--- config.mk ---
export PLATFORM = sky130hd
export DESIGN_NAME = ahb3lite_copy_master
export DESIGN_NICKNAME = d
export VERILOG_FILES = /design/src/rtl/ahb3lite_copy_master.sv
export SDC_FILE = /design/constraint.sdc
export NUM_CORES = 1
export LEC_CHECK = 0
export ABC_CLOCK_PERIOD_IN_PS = 1700
export CAP_MARGIN = 20
export CELL_PAD_IN_SITES_DETAIL_PLACEMENT = 1
export CELL_PAD_IN_SITES_GLOBAL_PLACEMENT = 1
export CORE_MARGIN = 3
export CORE_UTILIZATION = 28
export DETAILED_ROUTE_END_ITERATION = 6
export PLACE_DENSITY = 0.86
export SLEW_MARGIN = 20
export SYNTH_ARGS = -nofsm -noshare
export SYNTH_HDL_FRONTEND = slang
export SYNTH_SLANG_ARGS = --single-unit
--- constraint.sdc ---
create_clock -name HCLK -period 1.7 [get_ports HCLK]
set_input_delay 0.425 -clock HCLK [delete_from_list [all_inputs] [get_ports HCLK]]
set_output_delay 0.425 -clock HCLK [all_outputs]
set_load 0.02 [all_outputs]
--- src/rtl/ahb3lite_copy_master.sv ---
// AHB-Lite master that copies a block of 32-bit words, one read then one write per word.
// Outputs are decoded from state and registers only; HRDATA reaches nothing but the word buffer.
//
// state    | meaning
// IDLE     | waiting for start; bus idle
// RD_ADDR  | read address phase at src
// RD_DATA  | read data phase; HRDATA captured on HREADY
// WR_ADDR  | write address phase at dst
// WR_DATA  | write data phase; HWDATA driven from the buffer
// DONE     | one-cycle completion pulse
module ahb3lite_copy_master #(
    parameter int ADDR_WIDTH = 4,
    parameter int LEN_WIDTH  = ADDR_WIDTH + 1
) (
    input  logic                  HCLK,
    input  logic                  HRESET,
    input  logic                  start,
    input  logic [ADDR_WIDTH-1:0] src_addr,
    input  logic [ADDR_WIDTH-1:0] dst_addr,
    input  logic [LEN_WIDTH-1:0]  len,
    output logic                  busy,
    output logic                  done,
    output logic                  err,
    output logic [ADDR_WIDTH-1:0] HADDR,
    output logic                  HWRITE,
    output logic [1:0]            HTRANS,
    output logic [2:0]            HSIZE,
    output logic [2:0]            HBURST,
    output logic [3:0]            HPROT,
    output logic [31:0]           HWDATA,
    input  logic [31:0]           HRDATA,
    input  logic                  HREADY,
    input  logic                  HRESP
);

    typedef enum logic [2:0] {
        S_IDLE, S_RD_ADDR, S_RD_DATA, S_WR_ADDR, S_WR_DATA, S_DONE
    } state_t;

    state_t                state_q, state_d;
    logic [ADDR_WIDTH-1:0] src_q, src_d;
    logic [ADDR_WIDTH-1:0] dst_q, dst_d;
    logic [LEN_WIDTH-1:0]  len_q, len_d;
    logic [LEN_WIDTH-1:0]  cnt_q, cnt_d;
    logic [31:0]           buf_q, buf_d;
    logic                  err_q, err_d;
    logic [LEN_WIDTH-1:0]  cnt_inc;

    assign HSIZE   = 3'b010;
    assign HBURST  = 3'b000;
    assign HPROT   = 4'b0011;
    assign err     = err_q;
    assign cnt_inc = cnt_q + LEN_WIDTH'(1);

    always_ff @(posedge HCLK) begin
        if (HRESET) begin
            state_q <= S_IDLE;
            src_q   <= '0;
            dst_q   <= '0;
            len_q   <= '0;
            cnt_q   <= '0;
            buf_q   <= '0;
            err_q   <= 1'b0;
        end else begin
            state_q <= state_d;
            src_q   <= src_d;
            dst_q   <= dst_d;
            len_q   <= len_d;
            cnt_q   <= cnt_d;
            buf_q   <= buf_d;
            err_q   <= err_d;
        end
    end

    always_comb begin
        state_d = state_q;
        src_d   = src_q;
        dst_d   = dst_q;
        len_d   = len_q;
        cnt_d   = cnt_q;
        buf_d   = buf_q;
        err_d   = err_q;
        busy    = 1'b0;
        done    = 1'b0;
        HTRANS  = 2'b00;
        HWRITE  = 1'b0;
        HADDR   = '0;
        HWDATA  = '0;

        case (state_q)
            S_IDLE: begin
                if (start) begin
                    src_d   = src_addr;
                    dst_d   = dst_addr;
                    len_d   = len;
                    cnt_d   = '0;
                    err_d   = 1'b0;
                    state_d = (len == '0) ? S_DONE : S_RD_ADDR;
                end
            end
            S_RD_ADDR: begin
                busy   = 1'b1;
                HTRANS = 2'b10;
                HADDR  = src_q;
                if (HREADY) state_d = S_RD_DATA;
            end
            S_RD_DATA: begin
                busy = 1'b1;
                if (HRESP) err_d = 1'b1;
                // An errored read aborts before its write is ever issued.
                if (HREADY) begin
                    if (HRESP) begin
                        state_d = S_DONE;
                    end else begin
                        buf_d   = HRDATA;
                        state_d = S_WR_ADDR;
                    end
                end
            end
            S_WR_ADDR: begin
                busy   = 1'b1;
                HTRANS = 2'b10;
                HWRITE = 1'b1;
                HADDR  = dst_q;
                if (HREADY) state_d = S_WR_DATA;
            end
            S_WR_DATA: begin
                busy   = 1'b1;
                HWDATA = buf_q;
                if (HRESP) err_d = 1'b1;
                if (HREADY) begin
                    if (HRESP) begin
                        state_d = S_DONE;
                    end else begin
                        src_d   = src_q + ADDR_WIDTH'(1);
                        dst_d   = dst_q + ADDR_WIDTH'(1);
                        cnt_d   = cnt_inc;
                        state_d = (cnt_inc == len_q) ? S_DONE : S_RD_ADDR;
                    end
                end
            end
            S_DONE: begin
                done    = 1'b1;
                state_d = S_IDLE;
            end
            default: state_d = S_IDLE;
        endcase
    end

endmodule

==> run_1/layers.png <==
Scale bar: 20 um.
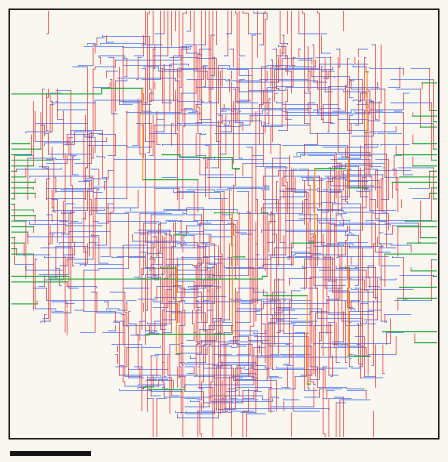
[orange] M4 | wire length: 158 um
[blue] M1 | wire length: 4640 um
[red] M2 | wire length: 6280 um
[green] M3 | wire length: 481 um
final wirelength: 11.6 mm
detailed-route wire length per cell: 18.6 um

==> run_1/m4.png <==
Supply wires on this layer in gray.
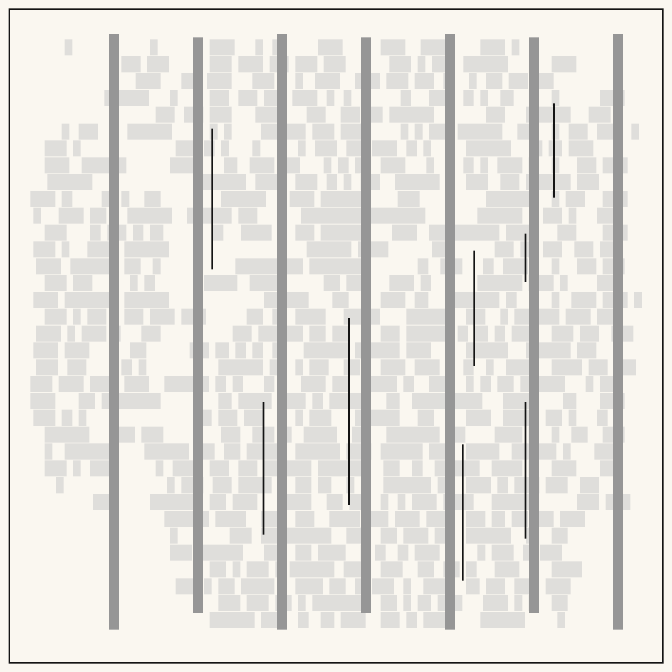
wire length on this layer: 158 um
nets with wire on the layer: 8
main direction: vertical

==> run_1/placed.png <==
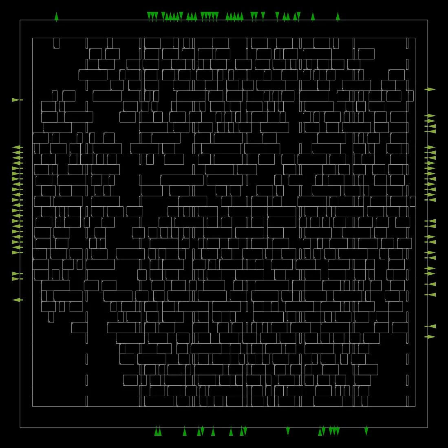
layout sequential cell count: 54
final non-filler cell total: 620

==> impl_metrics.ini, run 1 <==
; yosys + openroad results
[yosys]
synth.yosys.num_cells = 357
numSynthFlops = 54
synth-edff-count = 0
top_cells_by_area = dfxtp_1 (39%), nand2_1 (10%), and2_1 (8.4%), a21oi_1 (8.3%), mux2i_1 (5.1%)
post_synthesis_cell_count = 357

[detailed_routing]
route.met2.wl_mm = 6.28
route.detailed.drc = 0

[final_timing]
layout_setup_ws_ns = -0.200
setup_violations = 53
grt_setup_unrepaired = yes
slew_violations = 0

[floorplanning]
die_width_um = 105

[worst_hold_path]
min_path_type = flop to flop

[final_layout]
nonClockInverterCount = 3
layout.cells.most_common_list = buf_6 (58), nand2_1 (56), dfxtp_1 (51), clkdlybuf4s50_1 (46), buf_4 (33)
layout.nonclk_buf_frac = 0.326
layout.area.comb_sq_um = 1980
insertedDiodeCount = 0
finish.net_count = 543
n_all_buffers = 153
biggestCellCategory = logic gates

[power_and_ir_drop]
leakage_nw = 1.94
p_seq_mw = 1.35
cellPowerDensity_nw_per_um2 = 606

[worst_setup_path]
worst_setup_path_start_kind = flop
crit_path_max_fanout = 10
r2r_end = src_q[0]$_SDFFE_PP0P_

[status]
failed_checks = negative setup slack
status = complete, but fails checks

[grt]
gr-max-usage-layer = met2
globalRoute.totalOverflow = 0

[placement]
io_buffer_count = 90

[clock_network]
cts_tree = done
clkSlewWorstSetupHoldPaths_ns = 0.11
clock_latency_ns = 0.32
cts_hold_repair.buffers = 0
==> run 1: per-stage QoR <==
step	hold slack, ns	setup WS (ns)	setup TNS (ns)	std cells
after global placement	0.438	-0.311	-21.73	578
after floorplan	0.432	0.00598	0	366
final	0.457	-0.200	-6.82	620
after CTS	0.460	-0.206	-6.96	600
after global routing	0.478	-0.271	-11.04	620
after detailed placement	0.445	-0.354	-25.74	578
==> run 1: cell families after synthesis <==
kind of cell | Yosys count | share of synthesized area
xor+xnor | 7 | 0.0222
compound gates | 68 | 0.139
fa+ha+maj | 3 | 0.0136
simple gates | 170 | 0.304
other cells | 2 | 0.00272
mux | 14 | 0.0507
buf+inv | 39 | 0.0766
flops | 54 | 0.391
==> run 1 -> run 2 <==
- ABC_AREA: not set -> 1
- PLACE_DENSITY: 0.86 -> 0.87
==> impl_metrics.ini, run 2 <==
; yosys + openroad results
[worst_setup_path]
crit_path_max_fanout = 9
r2r_end = cnt_q[4]$_SDFFE_PP0P_
timing.reg2reg.worst_path_depth = 12
timing.critical_path.from = state_q[0]$_SDFFE_PP0P_
worst_setup_path_start_kind = flop

[placement]
detailedPlacementHpwl_mm = 6.35
dp_cells = 607
io_buffer_count = 90

[final_timing]
skew_ns = 0.0119
setup_violations = 41
layout_setup_ws_ns = -0.106
fin_crit_ns = 1.81
grt_setup_unrepaired = yes
slew_violations = 0
whs_ns = 0.477
finalSetupTns_ns = -2.60

[yosys]
logic_family = simple AND/OR/NAND/NOR gates
synth-edff-count = 0
numSynthFlops = 54
synth_warnings = 0
simple_gate_area_frac = 0.243
aoi_share = 0.187
yosysChipArea_sq_um = 2740
ys_sh_adder = 0.0137
xor_share = 0.00960
synthMuxAreaShare = 0
top_cells_by_area = dfxtp_1 (40%), nor2_1 (12%), a211oi_1 (9.9%), inv_1 (7.5%), nand2_1 (6.2%)
synth.yosys.num_cells = 382
post_synthesis_cell_count = 382

[status]
failed_checks = negative setup slack
status = complete, but fails checks

[final_layout]
nonClockInverterCount = 59
biggestCellCategory = logic gates
sequential_cell_total = 54
layout.area.comb_sq_um = 1510
n_all_buffers = 130
insertedDiodeCount = 0
total_number_of_multi_input_combinational_cells = 247
finalCoreUtilization = 0.469
stdcell_count = 627
layout.nonclk_buf_frac = 0.294
finish.net_count = 550

[detailed_routing]
route.met2.wl_mm = 5.05
wl_per_cell_um = 15.4
route.detailed.drc = 0

[grt]
gr-max-usage-layer = met2
globalRoute.totalOverflow = 0

[clock_network]
clkSlewWorstSetupHoldPaths_ns = 0.11
clock_latency_ns = 0.31
cts_tree = done
cts_hold_repair.buffers = 0

[power_and_ir_drop]
sw_frac_of_total = 0.376
cellPowerDensity_nw_per_um2 = 1030
leakage_nw = 1.71
p_seq_mw = 1.62

[worst_hold_path]
min_path_type = flop to flop

[floorplanning]
die_width_um = 105
run 2: netlist changes by cell type after synthesis, moves of 5 or more:
cell      change
nor2_1       +63
inv_1        +52
and2_1       -37
a211oi_1     +36
a21oi_1      -35
nand2_1      -29
mux2i_1      -14
nand3_1       +8
clkbuf_1      -7
buf_2         +5
o21ai_0       -5
run 2: per-stage QoR:
step | power (mW) | worst slack [ns]
after floorplan | 2.52 | 0.00948
after global placement | 3.12 | -0.232
after detailed placement | 3.22 | -0.297
after CTS | 4.17 | -0.0923
after global routing | 4.83 | -0.170
final | 4.55 | -0.106
==> run_2/m3.png <==
Scale bar: 20 um.
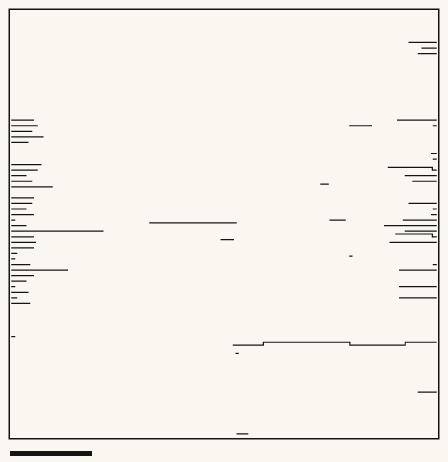
longest straight run: 22.3 um
wire length on this layer: 393 um
main direction: horizontal
nets with wire on the layer: 60
number of vias after detailed routing: 2903
final wirelength: 9.64 mm
routing usage on met3: 0.0371

==> run 2 -> run 3 <==
- CAP_MARGIN: 20 -> 0
- CORE_ASPECT_RATIO: not set -> 0.9
- RECOVER_POWER: not set -> 25
==> impl_metrics.ini, run 3 <==
; yosys + openroad results
[status]
status = complete, but fails checks
failed_checks = negative setup slack

[final_layout]
finalCoreUtilization = 0.447
finish.net_count = 545
stdcell_count = 615
insertedDiodeCount = 0

[final_timing]
fin_crit_ns = 1.78
layout_setup_ws_ns = -0.0751
slew_violations = 0
skew_ns = 0.00940
whs_ns = 0.481
setup_violations = 35
finalSetupTns_ns = -1.10
grt_setup_unrepaired = yes

[grt]
globalRoute.totalOverflow = 0
gr-max-usage-layer = met2

[worst_setup_path]
crit_path_max_fanout = 5
timing.reg2reg.worst_path_depth = 11
r2r_end = dst_q[3]$_SDFFE_PP0P_

[placement]
dp_cells = 599
post-place-ws_ns = -0.339
detailedPlacementHpwl_mm = 6.50

[clock_network]
cts_tree = done
clkSlewWorstSetupHoldPaths_ns = 0.10
clock_latency_ns = 0.30

[detailed_routing]
wl_per_cell_um = 15.6
final_wirelength_mm = 9.57
route.detailed.drc = 0

[worst_hold_path]
min_path_type = flop to flop

[yosys]
yosysChipArea_sq_um = 2740
post_synthesis_cell_count = 382
numSynthFlops = 54
synth-edff-count = 0

[power_and_ir_drop]
p_seq_mw = 1.61
leakage_nw = 1.66
cellPowerDensity_nw_per_um2 = 1020
report.power.total_mw = 4.24
sw_frac_of_total = 0.387

[floorplanning]
die_width_um = 110
run 3: cell counts after synthesis:
Identical to the previous run, type by type.
run 3: timing repair:
item | CTS | global route
pin swaps | 4 | 4
endpoints found under the setup margin | 43 | 45
cloned | 1 | 1
resized | 215 | 58
setup buffers | 3 | 3
run 3: cell families (layout without fill, tap and decap cells):
kind of cell	after synthesis	in the layout	synth area share
AOI/OAI and AO/OA	71	71	0.187
xor gates and xnor gates	3	3	0.00960
adders and majority gates	3	3	0.0137
buffers and inverters	90	191	0.148
DFF	54	54	0.395
other	2	11	0.00274
and+or+nand+nor	159	160	0.243
run 3: final cells by class:
type	instances	share of cell area
Multi-Input combinational cell	248	0.347
Timing Repair Buffer	124	0.276
Sequential cell	54	0.261
Inverter	59	0.0543
Tap cell	122	0.0366
Clock buffer	7	0.0231
Clock inverter	1	0.00210
==> run_3/m3.png <==
Scale bar: 20 um.
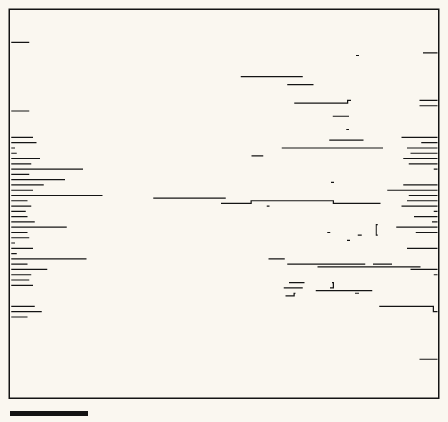
longest straight run: 26.2 um
main direction: horizontal


==> notes/layouts.md <==
Pictures saved along the way, in no particular order.

Cells by drive strength.
Scale bar: 20 um.
image #1
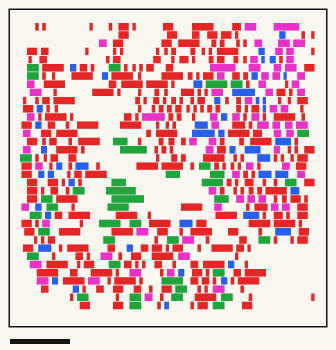
image #2
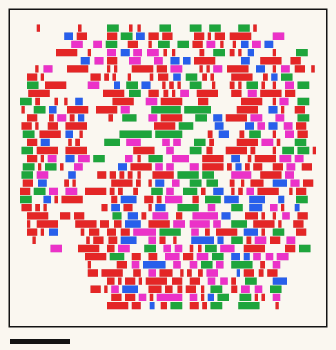
| picture | from |
|---|---|
| image #1 | run 2 |
| image #2 | run 1 |

Key to image #2:
[green] x6 and larger | cells: 76 | share: 15%
[red] x1 and smaller | cells: 261 | share: 53%
[magenta] x3 and x4 | cells: 94 | share: 19%
[blue] x2 | cells: 60 | share: 12%

Power is estimated from default activity; no workload was simulated.
